Figure 1. Register map, names as in the netlist (run 1).
Bar = 20 um.
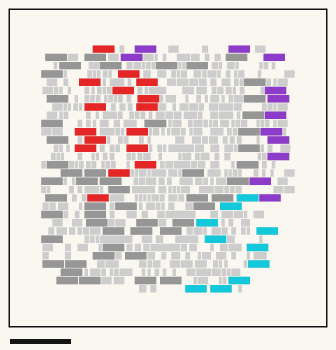
Figure 2. Cells colored by class (run 1).
Bar = 20 um.
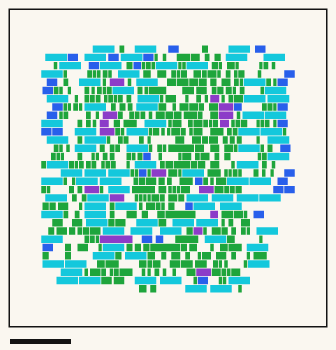
Figure 3. Routing congestion map (run 1).
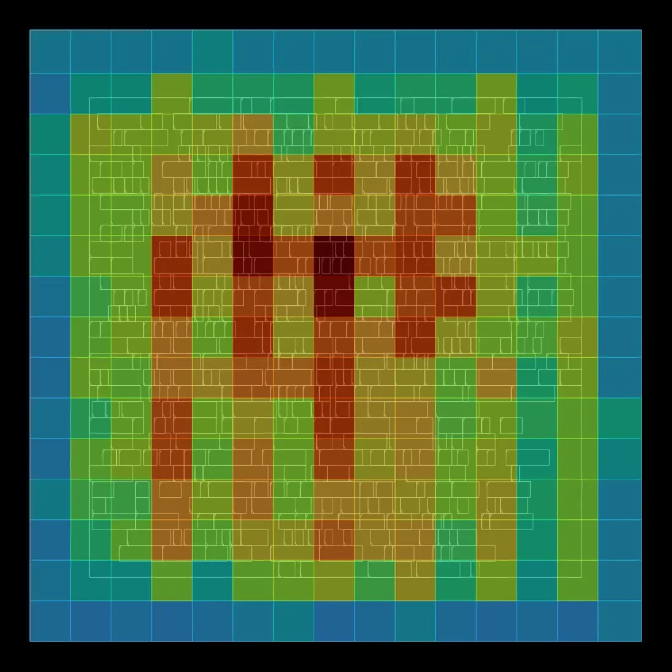
Figure 4. Cell sizes after repair (run 1).
Bar = 20 um.
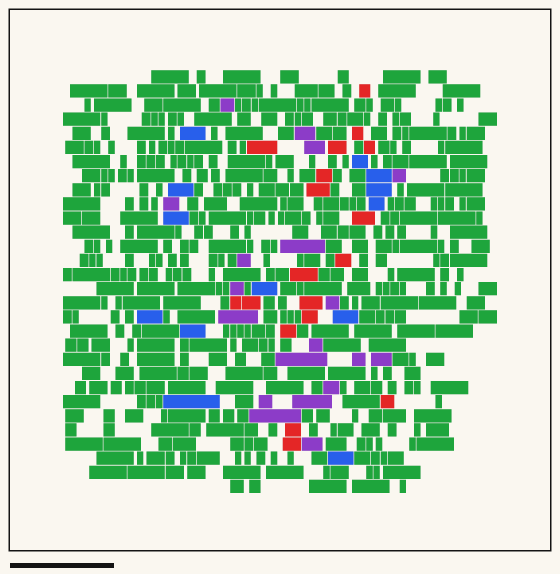
## config.mk

```make
export PLATFORM = sky130hd
export DESIGN_NAME = uart_rom_loader_flat
export DESIGN_NICKNAME = d
export VERILOG_FILES = /design/src/rtl/chip8_pkg.sv /design/src/rtl/uart_rom_loader_if.sv /design/src/rtl/uart_rom_loader_uart_rx.sv /design/src/rtl/uart_rom_loader.sv /design/src/flat_wrapper.sv
export SDC_FILE = /design/constraint.sdc
export NUM_CORES = 1
export LEC_CHECK = 0
export ABC_CLOCK_PERIOD_IN_PS = 3700
export CORE_MARGIN = 10
export CORE_UTILIZATION = 60
export DETAILED_ROUTE_END_ITERATION = 16
export HOLD_SLACK_MARGIN = 0.12
export PLACE_DENSITY = 0.8
export SYNTH_ARGS = -nofsm -noshare
export SYNTH_HDL_FRONTEND = slang
export SYNTH_HIERARCHICAL = 1
export SYNTH_SLANG_ARGS = --single-unit
export TNS_END_PERCENT = 100
```

## constraint.sdc

```tcl
create_clock -name clk_in -period 3.7 [get_ports clk_in]
set_input_delay 0.925 -clock clk_in [delete_from_list [all_inputs] [get_ports clk_in]]
set_output_delay 0.925 -clock clk_in [all_outputs]
set_load 0.02 [all_outputs]
```

## src/rtl/chip8_pkg.sv

```systemverilog
// chip8_pkg: shared CHIP-8 system constants and loader/receiver state encodings.
// Optional feature macro: UART_LOADER_CHECKSUM_EN adds the LS_CSUM loader state.
package chip8_pkg;

    localparam int unsigned MEM_ADDR_W  = 12;
    localparam int unsigned LEN_W       = 16;
    localparam logic [MEM_ADDR_W-1:0] ROM_BASE = 12'h200;
    localparam int unsigned ROM_MAX_LEN = 3584;

    typedef enum logic [2:0] {
        LS_LEN_HI,
        LS_LEN_LO,
        LS_DATA,
`ifdef UART_LOADER_CHECKSUM_EN
        LS_CSUM,
`endif
        LS_DONE,
        LS_ERR
    } loader_state_t;

    typedef enum logic [1:0] {
        RX_IDLE,
        RX_START,
        RX_DATA,
        RX_STOP
    } rx_state_t;

endpackage

```

## src/rtl/uart_rom_loader_if.sv

```systemverilog
// uart_rom_loader_if: memory write bus driven by the loader during program load.
//   mem_we    : one-cycle write strobe
//   mem_addr  : 12-bit write address
//   mem_wdata : 8-bit write data
interface uart_rom_loader_if;

    logic                               mem_we;
    logic [chip8_pkg::MEM_ADDR_W-1:0]   mem_addr;
    logic [7:0]                         mem_wdata;

    modport master (output mem_we, output mem_addr, output mem_wdata);
    modport slave  (input  mem_we, input  mem_addr, input  mem_wdata);

endinterface

```

## src/rtl/uart_rom_loader_uart_rx.sv

```systemverilog
// uart_rx: 8N1 UART receiver with 2-flop input synchronizer.
//   clk_in, rst_in (sync, active-low), rx_in (async serial line)
//   byte_valid : one-cycle pulse, byte_data holds the received byte
//   frame_err  : one-cycle pulse when the stop bit sampled low (byte dropped)
module uart_rx
    import chip8_pkg::*;
#(
    parameter int unsigned CLKS_PER_BIT = 868
) (
    input  logic       clk_in,
    input  logic       rst_in,
    input  logic       rx_in,
    output logic       byte_valid,
    output logic [7:0] byte_data,
    output logic       frame_err
);

    localparam int unsigned CNT_W = $clog2(CLKS_PER_BIT);
    localparam logic [CNT_W-1:0] HALF_M1 = CNT_W'(CLKS_PER_BIT / 2 - 1);
    localparam logic [CNT_W-1:0] FULL_M1 = CNT_W'(CLKS_PER_BIT - 1);

    logic            r_sync1, r_sync2, r_sync3;
    rx_state_t       r_state, w_state_n;
    logic [CNT_W-1:0] r_cnt, w_cnt_n;
    logic [2:0]      r_bit_idx, w_bit_n;
    logic [7:0]      r_shift, w_shift_n;
    logic            r_valid, w_valid_n;
    logic [7:0]      r_data, w_data_n;
    logic            r_ferr, w_ferr_n;

    // Next-state: start detection, mid-bit sampling, stop check
    always_comb begin
        w_state_n = r_state;
        w_cnt_n   = r_cnt + CNT_W'(1);
        w_bit_n   = r_bit_idx;
        w_shift_n = r_shift;
        w_valid_n = 1'b0;
        w_data_n  = r_data;
        w_ferr_n  = 1'b0;
        unique case (r_state)
            RX_IDLE: begin
                w_cnt_n = '0;
                if (r_sync3 && !r_sync2) w_state_n = RX_START;
            end
            RX_START: begin
                if (r_cnt == HALF_M1) begin
                    // Line back high at mid-start means a glitch, not a frame
                    w_cnt_n   = '0;
                    w_bit_n   = '0;
                    w_state_n = r_sync2 ? RX_IDLE : RX_DATA;
                end
            end
            RX_DATA: begin
                if (r_cnt == FULL_M1) begin
                    w_cnt_n   = '0;
                    w_shift_n = {r_sync2, r_shift[7:1]};
                    w_bit_n   = r_bit_idx + 3'd1;
                    if (r_bit_idx == 3'd7) w_state_n = RX_STOP;
                end
            end
            RX_STOP: begin
                if (r_cnt == FULL_M1) begin
                    w_cnt_n   = '0;
                    w_state_n = RX_IDLE;
                    if (r_sync2) begin
                        w_valid_n = 1'b1;
                        w_data_n  = r_shift;
                    end else begin
                        w_ferr_n  = 1'b1;
                    end
                end
            end
            default: w_state_n = RX_IDLE;
        endcase
    end

    // State register and synchronizer
    always_ff @(posedge clk_in) begin
        if (!rst_in) begin
            r_sync1   <= 1'b1;
            r_sync2   <= 1'b1;
            r_sync3   <= 1'b1;
            r_state   <= RX_IDLE;
            r_cnt     <= '0;
            r_bit_idx <= '0;
            r_shift   <= '0;
            r_valid   <= 1'b0;
            r_data    <= '0;
            r_ferr    <= 1'b0;
        end else begin
            r_sync1   <= rx_in;
            r_sync2   <= r_sync1;
            r_sync3   <= r_sync2;
            r_state   <= w_state_n;
            r_cnt     <= w_cnt_n;
            r_bit_idx <= w_bit_n;
            r_shift   <= w_shift_n;
            r_valid   <= w_valid_n;
            r_data    <= w_data_n;
            r_ferr    <= w_ferr_n;
        end
    end

    assign byte_valid = r_valid;
    assign byte_data  = r_data;
    assign frame_err  = r_ferr;

endmodule

```

## src/rtl/uart_rom_loader.sv

```systemverilog
// uart_rom_loader: receives a length-prefixed CHIP-8 program over UART and
// writes it to memory from LOAD_BASE, then raises rom_ready (sticky).
//   clk_in, rst_in (sync, active-low), rx_in (UART 8N1)
//   mem       : master side of the memory write bus (we/addr/wdata, registered)
//   rom_ready : program loaded; load_err : load aborted (both sticky)
// Optional feature macro: UART_LOADER_CHECKSUM_EN (trailing 8-bit sum byte).
module uart_rom_loader
    import chip8_pkg::*;
#(
    parameter int unsigned           CLKS_PER_BIT = 868,
    parameter logic [MEM_ADDR_W-1:0] LOAD_BASE    = ROM_BASE,
    parameter int unsigned           MAX_LEN      = ROM_MAX_LEN
) (
    input  logic                   clk_in,
    input  logic                   rst_in,
    input  logic                   rx_in,
    uart_rom_loader_if.master      mem,
    output logic                   rom_ready,
    output logic                   load_err
);

    logic       w_byte_valid;
    logic [7:0] w_byte_data;
    logic       w_frame_err;

    uart_rx #(.CLKS_PER_BIT(CLKS_PER_BIT)) u_rx (
        .clk_in     (clk_in),
        .rst_in     (rst_in),
        .rx_in      (rx_in),
        .byte_valid (w_byte_valid),
        .byte_data  (w_byte_data),
        .frame_err  (w_frame_err)
    );

    loader_state_t          r_state, w_state_n;
    logic [LEN_W-1:0]       r_len, w_len_n;
    logic [MEM_ADDR_W-1:0]  r_count, w_count_n;
    logic                   r_mem_we, w_we_n;
    logic [MEM_ADDR_W-1:0]  r_mem_addr, w_addr_n;
    logic [7:0]             r_mem_wdata, w_wdata_n;
    logic                   r_rom_ready, r_load_err;
    logic [LEN_W-1:0]       w_len_full;
`ifdef UART_LOADER_CHECKSUM_EN
    logic [7:0]             r_sum, w_sum_n;
`endif

    assign w_len_full = {r_len[15:8], w_byte_data};

    // Next-state: frame parsing and write generation
    always_comb begin
        w_state_n = r_state;
        w_len_n   = r_len;
        w_count_n = r_count;
        w_we_n    = 1'b0;
        w_addr_n  = r_mem_addr;
        w_wdata_n = r_mem_wdata;
`ifdef UART_LOADER_CHECKSUM_EN
        w_sum_n   = r_sum;
`endif
        if (w_frame_err && r_state != LS_DONE && r_state != LS_ERR) begin
            w_state_n = LS_ERR;
        end else if (w_byte_valid) begin
            unique case (r_state)
                LS_LEN_HI: begin
                    w_len_n[15:8] = w_byte_data;
                    w_state_n     = LS_LEN_LO;
                end
                LS_LEN_LO: begin
                    w_len_n = w_len_full;
                    if (w_len_full == '0 || 32'(w_len_full) > MAX_LEN) begin
                        w_state_n = LS_ERR;
                    end else begin
                        w_count_n = '0;
`ifdef UART_LOADER_CHECKSUM_EN
                        w_sum_n   = '0;
`endif
                        w_state_n = LS_DATA;
                    end
                end
                LS_DATA: begin
                    w_we_n    = 1'b1;
                    w_addr_n  = LOAD_BASE + r_count;
                    w_wdata_n = w_byte_data;
                    w_count_n = r_count + MEM_ADDR_W'(1);
`ifdef UART_LOADER_CHECKSUM_EN
                    w_sum_n   = r_sum + w_byte_data;
                    if (LEN_W'(r_count) + LEN_W'(1) == r_len) w_state_n = LS_CSUM;
`else
                    if (LEN_W'(r_count) + LEN_W'(1) == r_len) w_state_n = LS_DONE;
`endif
                end
`ifdef UART_LOADER_CHECKSUM_EN
                LS_CSUM: begin
                    w_state_n = (w_byte_data == r_sum) ? LS_DONE : LS_ERR;
                end
`endif
                default: ;
            endcase
        end
    end

    // State and registered outputs
    always_ff @(posedge clk_in) begin
        if (!rst_in) begin
            r_state     <= LS_LEN_HI;
            r_len       <= '0;
            r_count     <= '0;
            r_mem_we    <= 1'b0;
            r_mem_addr  <= '0;
            r_mem_wdata <= '0;
            r_rom_ready <= 1'b0;
            r_load_err  <= 1'b0;
`ifdef UART_LOADER_CHECKSUM_EN
            r_sum       <= '0;
`endif
        end else begin
            r_state     <= w_state_n;
            r_len       <= w_len_n;
            r_count     <= w_count_n;
            r_mem_we    <= w_we_n;
            r_mem_addr  <= w_addr_n;
            r_mem_wdata <= w_wdata_n;
            r_rom_ready <= (w_state_n == LS_DONE);
            r_load_err  <= (w_state_n == LS_ERR);
`ifdef UART_LOADER_CHECKSUM_EN
            r_sum       <= w_sum_n;
`endif
        end
    end

    assign mem.mem_we    = r_mem_we;
    assign mem.mem_addr  = r_mem_addr;
    assign mem.mem_wdata = r_mem_wdata;
    assign rom_ready     = r_rom_ready;
    assign load_err      = r_load_err;

endmodule

```

## src/flat_wrapper.sv

```systemverilog
// flat-port wrapper written by rule: the top's interface ports become plain ports
module uart_rom_loader_flat import chip8_pkg::*;
#(
    parameter int unsigned           CLKS_PER_BIT = 868,
    parameter logic [MEM_ADDR_W-1:0] LOAD_BASE    = ROM_BASE,
    parameter int unsigned           MAX_LEN      = ROM_MAX_LEN
)
  (clk_in, rst_in, rx_in, rom_ready, load_err, mem_mem_we, mem_mem_addr, mem_mem_wdata);
  uart_rom_loader_if mem_i ();
  input  logic clk_in;
  input  logic rst_in;
  input  logic rx_in;
  output logic rom_ready;
  output logic load_err;
  output wire logic [$bits(mem_i.mem_we)-1:0] mem_mem_we;
  output wire logic [$bits(mem_i.mem_addr)-1:0] mem_mem_addr;
  output wire logic [$bits(mem_i.mem_wdata)-1:0] mem_mem_wdata;
  assign mem_mem_we = mem_i.mem_we;
  assign mem_mem_addr = mem_i.mem_addr;
  assign mem_mem_wdata = mem_i.mem_wdata;
  uart_rom_loader #(.CLKS_PER_BIT(CLKS_PER_BIT), .LOAD_BASE(LOAD_BASE), .MAX_LEN(MAX_LEN)) u_core (.clk_in(clk_in), .rst_in(rst_in), .rx_in(rx_in), .mem(mem_i), .rom_ready(rom_ready), .load_err(load_err));
endmodule
```

==> summary.txt, run 1 <==
The full implementation flow was run.

The flow ran to the end, and the final reports show no timing, DRC or antenna violations. The y dimension of the die stands at slightly above 100 um. Clock skew on the completed layout was measured at roughly 0.015 ns. The horizontal die dimension reported for this design is approximately 100 um. The via count of the first global-routing pass stands at approximately 3400.

After its last routability iteration, the placer logged a weighted congestion of slightly below 0.9. The number of nets still failing antenna checks after routing stands at 0. The post-synthesis instance area stands at 0.00423 sq mm. The critical path is of the flop to flop type. Derived from the worst setup path, the maximum achievable clock frequency is 380 MHz.

The required time of the critical path stands at 3.90 ns. The worst hold path stage count stands at 1. The proportion of synthesized flip-flops having asynchronous set or reset stands at 0. The total tool warning count stands at 27. Per the CTS log, the buffer count on the longest clock path is 2.

STA classifies the critical path endpoint as a flop. The tree is rooted in a clkbuf_8. The first TritonRoute pass finished after 5 iterations. Per the post-CTS timing run, clock transition at the registers of the reported paths is 0.09 ns. Per the OpenROAD floorplan log, the area of the core is 0.00683 sq mm. The shortest period the worst path allows stands at 2.63 ns. The synthesized netlist handed to floorplanning was reported with a cell count of ~500. In the floorplan report the effective utilization is 0.620. The number of clock sinks seen by CTS stands at 90.

For this design, the CTS-stage hold fixing added 0 buffers. TritonCTS built the clock tree. After filler insertion, the fill cell instance count of the layout stands at just under 600. Per STA, the startpoint of the critical path is u_core/u_rx/byte_data[7].

In the post-route report, total wirelength is listed as between 9000 and 10000 um. The deepest level of the CTS H-tree stands at 3.
-- Figure 1 (at the start) --
| color | netlist name | placed flops |
|---|---|---|
| purple | u_core/mem.mem_addr | 12 |
| red | u_core/r_len | 16 |
| cyan | u_core/u_rx/r_cnt | 10 |
not colored: 52

-- Figure 2 (at the start) --
| color | class | cells |
|---|---|---|
| blue | remaining buffers and delay cells | 32 |
| purple | clock drivers and dummy loads | 16 |
| green | remaining logic cells | 381 |
| cyan | registers | 90 |

-- Figure 3 (at the start) --
met3 global-route usage: 0.0465
met2 global-route usage: 0.274
met1 global-route usage: 0.212
detail-routed net length per standard cell: 15.2 um

-- Figure 4 (at the start) --
| color | size | cells | most used |
|---|---|---|---|
| red | x2 | 18 | or2_2 |
| blue | x6 and larger | 13 | clkbuf_8 |
| green | x1 and smaller | 469 | dfxtp_1 |
| purple | x3 and x4 | 19 | buf_4 |
non-clock buffer count in the final layout: 32
area grow syn2layout: 11.8%
Setup WS post-layout: 1.07 ns
post-layout instance area: 0.00473 sq mm

run 1: critical path, cell delays in order (launching register included):
cell and delay (ns):
dfxtp_1 0.39, nor4_1 0.46, a31oi_1 0.18, and4bb_1 0.41
a21oi_1 0.11, nor3_2 0.72, a311oi_1 0.21
run 1: layer usage:
metal | share of wire | global-route usage | up-vias
met3 | 0.059 | 0.0465 | 15
met5 | 0 | 0 | -
met2 | 0.47 | 0.274 | 100
met4 | 0.016 | 0.0676 | 0
li1 | - | - | 1779
met1 | 0.45 | 0.212 | 1632
run 1: registers in the layout (all words and copies together), names as in the netlist, 3 cells and up, named ones only:
register               count
u_core/r_count            12
u_core/r_len              16
u_core/mem.mem_wdata       8
u_core/u_rx/r_bit_idx      3
u_core/mem.mem_addr       12
u_core/r_state             3
u_core/u_rx/byte_data      8
u_core/u_rx/r_shift        8
u_core/u_rx/r_cnt         10
run 1: power by group:
| part | switching (mW) | leakage [nW] | total [mW] | internal (mW) |
|---|---|---|---|---|
| clock network | 0.361 | 0.103 | 0.699 | 0.338 |
| registers | 0.00240 | 0.725 | 0.972 | 0.970 |
| logic | 0.0182 | 0.765 | 0.0263 | 0.00804 |
run 1: cells in the final DEF (no fill, tap or decap), drive strengths merged, types with 3 or more instances in the layout:
master,Yosys,layout
xnor2,15,15
nand4,4,4
o21a,3,3
nor3,10,10
or3b,3,3
a211oi,3,3
mux2i,12,12
or4,3,3
nand3,41,41
o21ai,21,21
nor4,5,5
nor2b,10,10
or2,3,3
nand2,85,85
nor2,33,33
clkdlybuf4s50,0,25
nor3b,3,3
xor2,7,7
ha,6,6
inv,12,14
clkbuf,17,10
a311oi,4,4
a31oi,8,8
nand2b,6,6
nand3b,6,6
dfxtp,90,90
buf,13,7
a21oi,46,46
run 1: synth_stat cells, drive strengths merged (3+ instances only):
cell type	count
dfxtp	90
nand2	85
a21oi	46
nand3	41
nor2	33
o21ai	21
clkbuf	17
xnor2	15
buf	13
inv	12
mux2i	12
nor2b	10
nor3	10
a31oi	8
xor2	7
ha	6
nand2b	6
nand3b	6
nor4	5
a311oi	4
nand4	4
a211oi	3
nor3b	3
o21a	3
or2	3
or3b	3
or4	3
run 1: cells by family after synthesis:
family / after synthesis / share of synthesized area
fa+ha+maj: 6 / 0.0177
simple gates: 224 / 0.275
xor+xnor: 22 / 0.0473
compound gates: 105 / 0.161
flops: 90 / 0.426
buf+inv: 42 / 0.0443
mux: 12 / 0.0284
run 1: cell type report:
| cell class | count | area (sq um) | area share |
|---|---|---|---|
| Multi-Input combinational cell | 369 | 2250 | 0.476 |
| Clock buffer | 10 | 138 | 0.0291 |
| Tap cell | 96 | 120 | 0.0254 |
| Timing Repair Buffer | 32 | 303 | 0.0640 |
| Sequential cell | 90 | 1800 | 0.381 |
| Inverter | 12 | 45.0 | 0.00952 |
| Clock inverter | 6 | 72.6 | 0.0153 |
run 1: stage by stage:
step	power [mW]	cells	hold slack [ns]	cell area [sq um]	setup slack (ns)
floorplan	1.01	501	0.386	4230	1.77
global placement	1.02	599	0.390	4520	1.08
detailed placement	1.02	599	0.395	4520	1.01
CTS	1.70	615	0.417	4730	1.13
global route	1.75	615	0.453	4730	0.924
finish	1.70	615	0.416	4730	1.07
==> run 1 -> run 2 <==
--- a/config.mk
+++ b/config.mk
@@ -5,12 +5,12 @@
 export SDC_FILE = /design/constraint.sdc
 export NUM_CORES = 1
 export LEC_CHECK = 0
-export ABC_CLOCK_PERIOD_IN_PS = 3700
+export ABC_CLOCK_PERIOD_IN_PS = 2280
 export CORE_MARGIN = 10
-export CORE_UTILIZATION = 60
+export CORE_UTILIZATION = 53
 export DETAILED_ROUTE_END_ITERATION = 16
 export HOLD_SLACK_MARGIN = 0.12
-export PLACE_DENSITY = 0.8
+export PLACE_DENSITY = 0.75
 export SYNTH_ARGS = -nofsm -noshare
 export SYNTH_HDL_FRONTEND = slang
 export SYNTH_HIERARCHICAL = 1
==> constraint.sdc (replaced) <==
create_clock -name clk_in -period 2.28 [get_ports clk_in]
set_input_delay 0.57 -clock clk_in [delete_from_list [all_inputs] [get_ports clk_in]]
set_output_delay 0.57 -clock clk_in [all_outputs]
set_load 0.02 [all_outputs]
==> run 2 against run 1 <==
Global-route usage decreased by 0.75 points. Sequential share of layout area decreased by 0.99 points. Sequential power increased by 63%. Final area increased by 2.7%. Routed wire length increased by 2.7%. Setup slack got worse by 0.90 ns. Highest routed layer unchanged.
==> summary.txt, run 2 <==
The full implementation flow was run.

The area growth from synthesis to layout stands at 14.8% (was 11.8%). The library cell used as clock root buffer is clkbuf_8 (unchanged). The routed wire length on met3 stands at 671 um (was 549 um). The deepest level of the CTS H-tree stands at 3 (unchanged). The worst setup path startpoint was u_core/u_rx/r_cnt[0] (was u_core/u_rx/byte_data[7]). The post-synthesis instance area was 0.00423 sq mm (unchanged). The most repeated cell in the gate-level netlist after synthesis was dfxtp_1 (unchanged). Result of the run: finished, final reports clean (unchanged). The initial core utilization stands at 0.545 (was 0.620). The width of the die came to 109 um (was 104 um). The final cell count without fillers stands at 636 (was 615). The number of cells after detailed placement came to 620 (was 599). The element type at the critical path end is a flop (unchanged). The setup clock skew after layout was 0.0122 ns (was 0.0146 ns). The register ranked first by flip-flop count was u_core/r_len (unchanged). The top routing layer in use is met4 (unchanged). The number of clock sinks seen by CTS is 90 (unchanged). The detailed-routed wire length on met2 stands at 4610 um (was 4430 um).

Synth top cells by count: dfxtp_1, nand2_1, a21oi_1 (unchanged). The count of hold buffers inserted by post-cts repair was 0 (unchanged). The maximum root-to-sink buffer count stands at 2 (unchanged).

The number of fillers in the final layout stands at 669 (was 587). The detailed-router iteration count before antenna repair was 5 (unchanged). The proportion of synthesized flip-flops having asynchronous set or reset stands at 0 (unchanged). The final weighted congestion of routability-driven global placement was 0.901 (was 0.865).

The total design power was 2.75 mW (was 1.70 mW). The most common logic cell in the routed design was dfxtp_1 (unchanged).
-- run 2: cell counts after synthesis --
No cell type changed its count.
-- run 2: per-layer routing --
layer,global-route usage,vias to the layer above
met5,0,-
met4,0.0678,0
met3,0.0439,12
met2,0.267,121
met1,0.200,1722
li1,-,1807
-- run 2: worst min-delay path by stage --
stage	start	end	slack (ns)	cells past startpoint
2_1_floorplan	u_core/u_rx/r_sync1	u_core/u_rx/r_sync2	0.39	1
3_3_place_gp	u_core/u_rx/r_sync1	u_core/u_rx/r_sync2	0.39	1
3_5_place_dp	u_core/u_rx/r_sync1	u_core/u_rx/r_sync2	0.40	1
4_1_cts	u_core/u_rx/r_sync1	u_core/u_rx/r_sync2	0.42	1
5_1_grt	u_core/u_rx/r_sync1	u_core/u_rx/r_sync2	0.43	1
6_report	u_core/u_rx/r_sync1	u_core/u_rx/r_sync2	0.42	1
-- run 2: area by class of cell --
type / instances / area [sq um] / share of cell area
well taps: 102 / 128 / 0.0263
flip-flops and latches: 90 / 1800 / 0.371
multi-input cells: 369 / 2250 / 0.464
repair buffers: 47 / 428 / 0.0881
clock inverters: 5 / 62.6 / 0.0129
clock buffers: 11 / 141 / 0.0291
inverters: 12 / 45.0 / 0.00927
-- run 2: report_power, final --
| group | switching [mW] | internal [mW] |
|---|---|---|
| clock network | 0.588 | 0.543 |
| logic | 0.0307 | 0.0155 |
| registers | 0.00365 | 1.57 |
| total | 0.622 | 2.13 |
-- run 2: critical path, cell delays in order (launching register included) --
cell and delay [ns]:
dfxtp_1 0.43, ha_1 0.18, nor4bb_1 0.41, or3b_2 0.51, a32oi_4 0.37, nor2_1 0.09
-- run 2: kinds of logic after synthesis --
group | Yosys count | synth area share
adders and majority gates | 6 | 0.0177
and+or+nand+nor | 224 | 0.275
muxes | 12 | 0.0284
buffers and inverters | 42 | 0.0443
AOI/OAI and AO/OA | 105 | 0.161
xor gates and xnor gates | 22 | 0.0473
DFF | 90 | 0.426
-- run 2: stage by stage --
step	hold slack, ns	utilization	cell area, sq um	setup WS (ns)
finish	0.415	0.625	4860	0.171
CTS	0.417	0.625	4860	0.169
detailed placement	0.395	0.599	4650	0.184
floorplan	0.386	-	4230	0.351
global route	0.427	0.625	4860	0.0338
global placement	0.393	0.599	4650	0.189
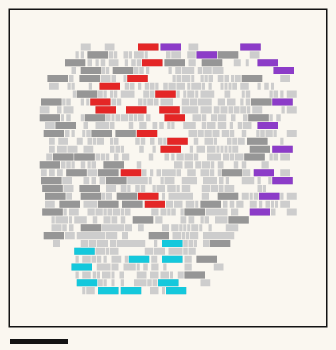
Figure 5: run 2, register map, names as in the netlist.
Bar = 20 um.
sequential share of cell area: 0.371
utilization after layout: 0.625
register cell area after layout: 0.00180 sq mm
Seq. pwr: 1.58 mW

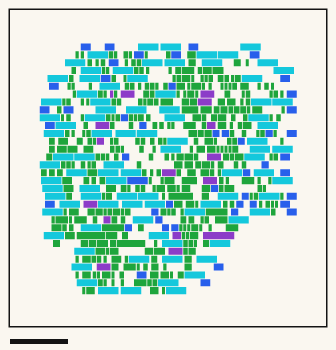
Figure 6: run 2, cells colored by class.
Bar = 20 um.
standard cell core area: 0.00777 sq mm
num rows: 32
post-layout instance area: 0.00486 sq mm

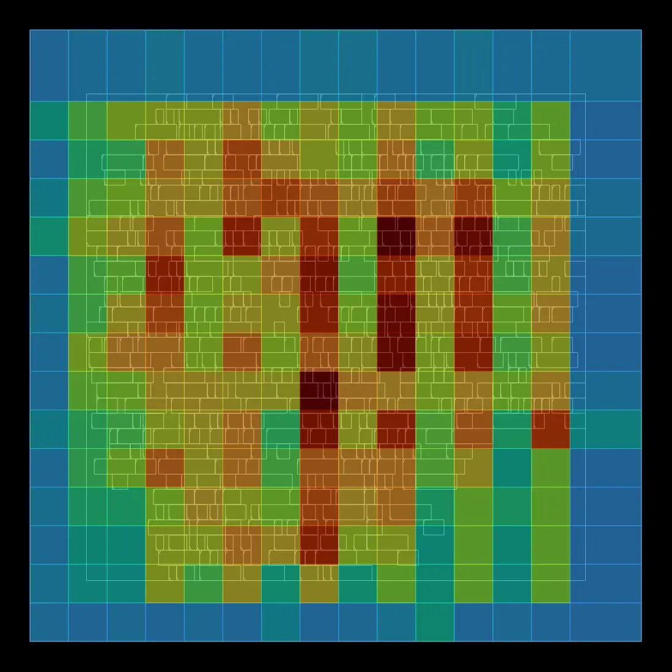
Figure 7: run 2, routing congestion map.
detail-routed net length per standard cell: 15.1 um
GRT Max-Usage Layer: met2

Power and IR drop assume default switching activity.
